**src/rtl/regfile_wb_arbiter_pkg.sv**
```systemverilog
// Shared definitions for the register-file writeback arbiter slice.
package regfile_wb_arbiter_pkg;

  localparam int unsigned REG_ADDR_W = 5;
  localparam logic [REG_ADDR_W-1:0] REG_ZERO = 5'd0;

  typedef enum logic {
    SRC_EX  = 1'b0,
    SRC_MEM = 1'b1
  } src_e;

  // A pending write to x0 never blocks a reader.
  function automatic logic addr_hit(input logic                  buf_valid,
                                    input logic [REG_ADDR_W-1:0] buf_addr,
                                    input logic [REG_ADDR_W-1:0] rd_addr);
    return buf_valid && (buf_addr == rd_addr) && (rd_addr != REG_ZERO);
  endfunction

endpackage

```
**src/rtl/regfile_wb_arbiter_wb_hold_buf.sv**
```systemverilog
// One-entry writeback holding buffer: fill loads addr/data, drain frees the slot.
module wb_hold_buf
  import regfile_wb_arbiter_pkg::*;
#(
  parameter int unsigned DATA_WIDTH = 32
) (
  input  logic                  clk,
  input  logic                  rst,
  input  logic                  fill,
  input  logic                  drain,
  input  logic [REG_ADDR_W-1:0] in_addr,
  input  logic [DATA_WIDTH-1:0] in_data,
  output logic                  valid,
  output logic [REG_ADDR_W-1:0] addr,
  output logic [DATA_WIDTH-1:0] data
);

  logic                  valid_q, valid_d;
  logic [REG_ADDR_W-1:0] addr_q, addr_d;
  logic [DATA_WIDTH-1:0] data_q, data_d;

  // Fill wins over drain so a granted slot can be refilled on its release edge.
  always_comb begin
    valid_d = valid_q;
    addr_d  = addr_q;
    data_d  = data_q;
    if (drain) valid_d = 1'b0;
    if (fill) begin
      valid_d = 1'b1;
      addr_d  = in_addr;
      data_d  = in_data;
    end
  end

  always_ff @(posedge clk) begin
    if (rst) begin
      valid_q <= 1'b0;
      addr_q  <= '0;
      data_q  <= '0;
    end else begin
      valid_q <= valid_d;
      addr_q  <= addr_d;
      data_q  <= data_d;
    end
  end

  assign valid = valid_q;
  assign addr  = addr_q;
  assign data  = data_q;

endmodule

```
**src/rtl/regfile_wb_arbiter.sv**
```systemverilog
// Age-ordered arbitration of the ex and mem writeback sources onto the single
// register-file write port, with RAW hazard flags and a conflict counter.
module regfile_wb_arbiter
  import regfile_wb_arbiter_pkg::*;
#(
  parameter int unsigned DATA_WIDTH = 32,
  parameter int unsigned CNT_WIDTH  = 16
) (
  input  logic                  clk,
  input  logic                  rst,
  input  logic                  ex_valid,
  output logic                  ex_ready,
  input  logic [REG_ADDR_W-1:0] ex_addr,
  input  logic [DATA_WIDTH-1:0] ex_data,
  input  logic                  mem_valid,
  output logic                  mem_ready,
  input  logic [REG_ADDR_W-1:0] mem_addr,
  input  logic [DATA_WIDTH-1:0] mem_data,
  output logic                  rf_we,
  output logic [REG_ADDR_W-1:0] rf_waddr,
  output logic [DATA_WIDTH-1:0] rf_wdata,
  input  logic [REG_ADDR_W-1:0] rd_addr1,
  input  logic [REG_ADDR_W-1:0] rd_addr2,
  output logic                  hazard1,
  output logic                  hazard2,
  output logic [CNT_WIDTH-1:0]  conflict_cnt
);

  logic                  ex_buf_valid, mem_buf_valid;
  logic [REG_ADDR_W-1:0] ex_addr_q, mem_addr_q;
  logic [DATA_WIDTH-1:0] ex_data_q, mem_data_q;

  logic                  mem_older_q, mem_older_d;
  logic [CNT_WIDTH-1:0]  conflict_cnt_q, conflict_cnt_d;

  logic ex_gnt, mem_gnt, gnt_any;
  logic ex_fill, mem_fill;
  src_e gnt_src;

  wb_hold_buf #(.DATA_WIDTH(DATA_WIDTH)) u_ex_buf (
    .clk     (clk),
    .rst     (rst),
    .fill    (ex_fill),
    .drain   (ex_gnt),
    .in_addr (ex_addr),
    .in_data (ex_data),
    .valid   (ex_buf_valid),
    .addr    (ex_addr_q),
    .data    (ex_data_q)
  );

  wb_hold_buf #(.DATA_WIDTH(DATA_WIDTH)) u_mem_buf (
    .clk     (clk),
    .rst     (rst),
    .fill    (mem_fill),
    .drain   (mem_gnt),
    .in_addr (mem_addr),
    .in_data (mem_data),
    .valid   (mem_buf_valid),
    .addr    (mem_addr_q),
    .data    (mem_data_q)
  );

  always_comb begin
    mem_gnt   = mem_buf_valid && (!ex_buf_valid || mem_older_q);
    ex_gnt    = ex_buf_valid && !mem_gnt;
    gnt_any   = !rst && (ex_gnt || mem_gnt);
    gnt_src   = mem_gnt ? SRC_MEM : SRC_EX;

    ex_ready  = rst || !ex_buf_valid || ex_gnt;
    mem_ready = rst || !mem_buf_valid || mem_gnt;
    ex_fill   = ex_valid && ex_ready;
    mem_fill  = mem_valid && mem_ready;

    rf_waddr = '0;
    rf_wdata = '0;
    if (gnt_any) begin
      if (gnt_src == SRC_MEM) begin
        rf_waddr = mem_addr_q;
        rf_wdata = mem_data_q;
      end else begin
        rf_waddr = ex_addr_q;
        rf_wdata = ex_data_q;
      end
    end
    rf_we = gnt_any && (rf_waddr != REG_ZERO);

    hazard1 = !rst && (addr_hit(ex_buf_valid, ex_addr_q, rd_addr1) ||
                       addr_hit(mem_buf_valid, mem_addr_q, rd_addr1));
    hazard2 = !rst && (addr_hit(ex_buf_valid, ex_addr_q, rd_addr2) ||
                       addr_hit(mem_buf_valid, mem_addr_q, rd_addr2));

    // A buffer that survives the edge is older than anything filling beside it;
    // when both fill together mem takes precedence.
    mem_older_d = mem_older_q;
    if (mem_buf_valid && !mem_gnt)  mem_older_d = 1'b1;
    else if (ex_buf_valid && !ex_gnt) mem_older_d = 1'b0;
    else if (ex_fill && mem_fill)   mem_older_d = 1'b1;

    conflict_cnt_d = conflict_cnt_q;
    if (ex_buf_valid && mem_buf_valid && (conflict_cnt_q != '1))
      conflict_cnt_d = conflict_cnt_q + CNT_WIDTH'(1);
  end

  always_ff @(posedge clk) begin
    if (rst) begin
      mem_older_q    <= 1'b0;
      conflict_cnt_q <= '0;
    end else begin
      mem_older_q    <= mem_older_d;
      conflict_cnt_q <= conflict_cnt_d;
    end
  end

  assign conflict_cnt = conflict_cnt_q;

endmodule
```
**config.mk**
```make
export PLATFORM = sky130hd
export DESIGN_NAME = regfile_wb_arbiter
export DESIGN_NICKNAME = d
export VERILOG_FILES = /design/src/rtl/regfile_wb_arbiter_pkg.sv /design/src/rtl/regfile_wb_arbiter_wb_hold_buf.sv /design/src/rtl/regfile_wb_arbiter.sv
export SDC_FILE = /design/constraint.sdc
export NUM_CORES = 1
export LEC_CHECK = 0
export ABC_AREA = 1
export CAP_MARGIN = 20
export CORE_ASPECT_RATIO = 1.5
export CORE_UTILIZATION = 45
export CTS_CLUSTER_SIZE = 14
export DETAILED_ROUTE_END_ITERATION = 12
export GPL_ROUTABILITY_DRIVEN = 0
export PLACE_DENSITY = 0.75
export SLEW_MARGIN = 20
export SYNTH_ARGS = -nofsm -noshare
export SYNTH_HDL_FRONTEND = slang
export SYNTH_HIERARCHICAL = 1
export SYNTH_SLANG_ARGS = --single-unit
```
**constraint.sdc**
```tcl
create_clock -name clk -period 3.8 [get_ports clk]
set_input_delay 0.76 -clock clk [delete_from_list [all_inputs] [get_ports clk]]
set_output_delay 0.76 -clock clk [all_outputs]
set_load 0.02 [all_outputs]
```
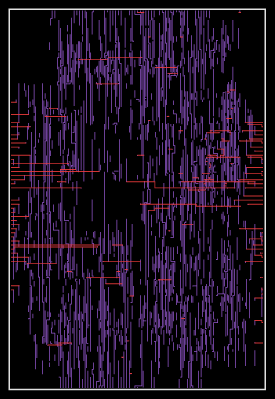
*Routed metal, one color a layer*
(3 px per µm) Two of the layers only.
Key: purple = metal 2 [wire length 6760 µm]; red = metal 3 [wire length 658 µm]

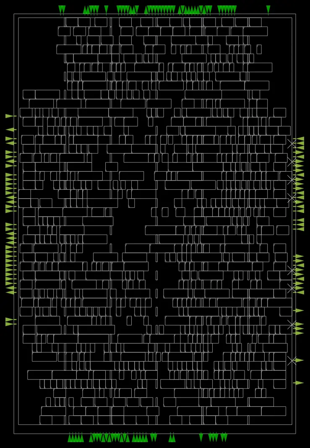
*Cell placement*
core footprint: 10100 µm²
FFs & Latches: 93
FILL cells: 940
row cnt: 45

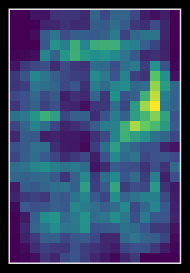
*Signal metal coverage by tile*
(2 px per µm) The die is cut into 17 by 25 equal tiles; dark purple is low, yellow is high, scaled to the fullest tile. Values are wire area over tile area, all layers added.
The densest ninth of the die: middle right. 6.8% of the tiles are nearly empty. The emptiest ninth of the die: upper left.
Tot GR Track Use: 25.6%
WL/cell: 14.2 µm
Post-Route WL: 13300 µm
vias: 4929

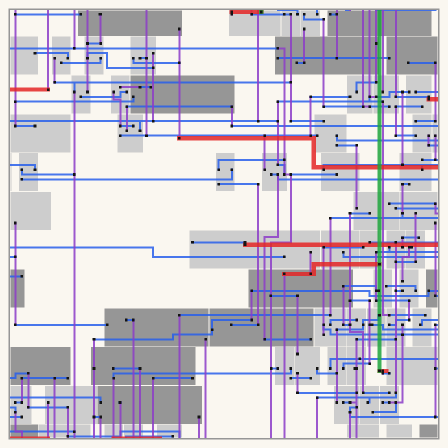
*Zoomed window*
Window x 27 to 57, y 48 to 78 µm. Cells in gray, sequential cells in the stronger gray; small squares are vias.
Key: red = metal 3; blue = metal 1; green = metal 4; purple = metal 2
Most frequent: nor2_1 (11), dfxtp_1 (10), o21ai_0 (8). 53 logic cells have their middle in the window. Sequential cells in the window: 10. Netlist names of flops here include u_mem_buf/addr (4), u_mem_buf/data (3), u_ex_buf/data (2).

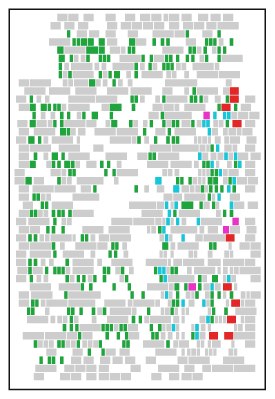
*Selected gate families*
(3 px per µm)
Key: red = xor and xnor cells [cells 10, most used xor2_1]; green = nor cells [cells 264, most used nor2_1, where spread over the die]; cyan = inv cells [cells 40, most used inv_1]; magenta = and/or cells [cells 4, most used and2_1, where middle right]

==> GITHUB_STEP_SUMMARY <==
### Yosys + OpenROAD results

| Metric | Value |
|---|---|
| Ys async rst share | `0%` |
| Cell leakage power | `0.00253 µW` |
| Sw frac | `25.9%` |
| # Max-Cap Violations | `0` |
| Cts hold-fix bufs | `0` |
| Post-cts sizing count | `0` |
| Register cell area after layout | `1860 µm²` |
| Tapcells | `117` |
| Critical Path End Type | `primary output` |
| Power Density | `393 nW/µm²` |
| Antenna diodes | `0` |
| Clk sink count | `93` |
| Largest logic family | `simple AND/OR/NAND/NOR gates` |
| Total Power | `2500 µW` |
| EDFF count, synth | `0` |
| Clock group power | `948 µW` |
| Top pwr grp | `sequential cells` |
| Top FF cell, synth | `dfxtp_1` |
| Comb power | `468 µW` |
| Sw Pwr | `648 µW` |
| Xor/xnor share | `1.89%` |
| Fin crit share | `90.2%` |
| Status | `complete, but fails checks` |
| Failing checks | `design-rule violations` |
| Comb pwr share | `18.7%` |
| Most Crowded Layer GR | `met2` |
| RR Startpoint | `u_ex_buf/valid$_SDFFE_PP0P_` |
| Max-area cell share | `40.2%` |
| Router iterations before antenna repair | `9` |
| Area-dominant class | `multi-input combinational cells` |
| Synth Register Bits | `93` |
| Post-detail-place hpwl | `9300 µm` |
| Crit path max-delay family | `buffers and inverters` |
| R2R Setup Slk | `1.55 ns` |
| Final setup fails | `0` |
| Reg power frac | `43.3%` |
| Repair and plain buffers | `152` |
| Clock Path Buffers | `2` |
| Share of cells above drive strength 1 | `6.96%` |
| Crit path time final | `3.43 ns` |
| Clk network pwr share | `38.0%` |
| First-pass GRT wire length | `22100 µm` |
| DR WL met3 | `657 µm` |
| Htree depth | `3` |
| ANT nets after route | `0` |
| CLK BUF | `13` |
| Most numerous cell in the Yosys netlist | `nor2_1` |
| Clk slew on worst S/H paths | `0.06 ns` |
| DRC Markers | `8` |
| CP peak stage delay | `0.59 ns` |
| Net Count, Synth | `777` |
| Hold WC Path Type | `reg2reg` |
| Total CTS buffers | `9` |
| Worst Setup SP | `rst` |
| Detailed Route Iter0 Violations | `236` |
| Utilization after layout | `63.1%` |
| Chip Area | `10700 µm²` |
| Post-synthesis sequential area ratio | `40.2%` |
| FMAX | `292 MHz` |
| Met2 Use GR | `45.1%` |
| Most frequent logic cell in the layout | `nor2_1` |
| Sum Neg Setup Slack | `0 ns` |
| Top post-synthesis cells by count | `nor2_1 (237), o21ai_0 (107), dfxtp_1 (93)` |
| Vias in the first global route | `4857` |
| Cell Type Count | `32` |
| Multi-input logic area | `2360 µm²` |
| Slowest cell on crit path | `clkdlybuf4s50_1` |
| Flop share of the area | `29.3%` |
| Hold WS | `0.492 ns` |
| Post-place instance area | `6040 µm²` |
| Chip Area, Yosys | `4630 µm²` |
| Layout Cells excl Fill | `936` |
| Total gr overflow | `0` |
| GRT met3 Usage | `4.26%` |
| Cell taking the most area after synthesis | `dfxtp_1` |
| Adder Area Share | `0.270%` |
| Hold Crit Depth | `2` |
| Cell area after synthesis | `4630 µm²` |
| M1 GR Usage | `29.4%` |
| Largest net degree at the start of global routing | `41` |
| Count of final hold-check violations | `0` |
| Worst-Margin Slew | `1.05 ns` |
| Invs w/o clock | `40` |
| Largest fanout on the critical path | `34` |
| WS Path Type | `in2out` |
| Ys cells | `688` |
| Fin area | `6360 µm²` |
| M1 wire length | `5410 µm` |
| Signal buf overhead | `23.9%` |
| WL met2 | `6760 µm` |
| PortBufs | `145` |
| Post-CTS setup buffers | `0` |
| Yosys aoi share | `16.7%` |
| # nets final | `903` |
| Unrepaired setup endpoints after global routing | `false` |
| Hold EP | `u_mem_buf/data[31]$_SDFFE_PP0P_` |
| Buf/Inv on CP | `3` |
| Critical Path Stages | `8` |
| FF-to-FF End | `u_mem_buf/data[30]$_SDFFE_PP0P_` |
| Worst slew margin | `29.7%` |
| Seq pwr | `1080 µW` |
| Internal cell power | `1850 µW` |
Power is estimated from default activity; no workload was simulated.
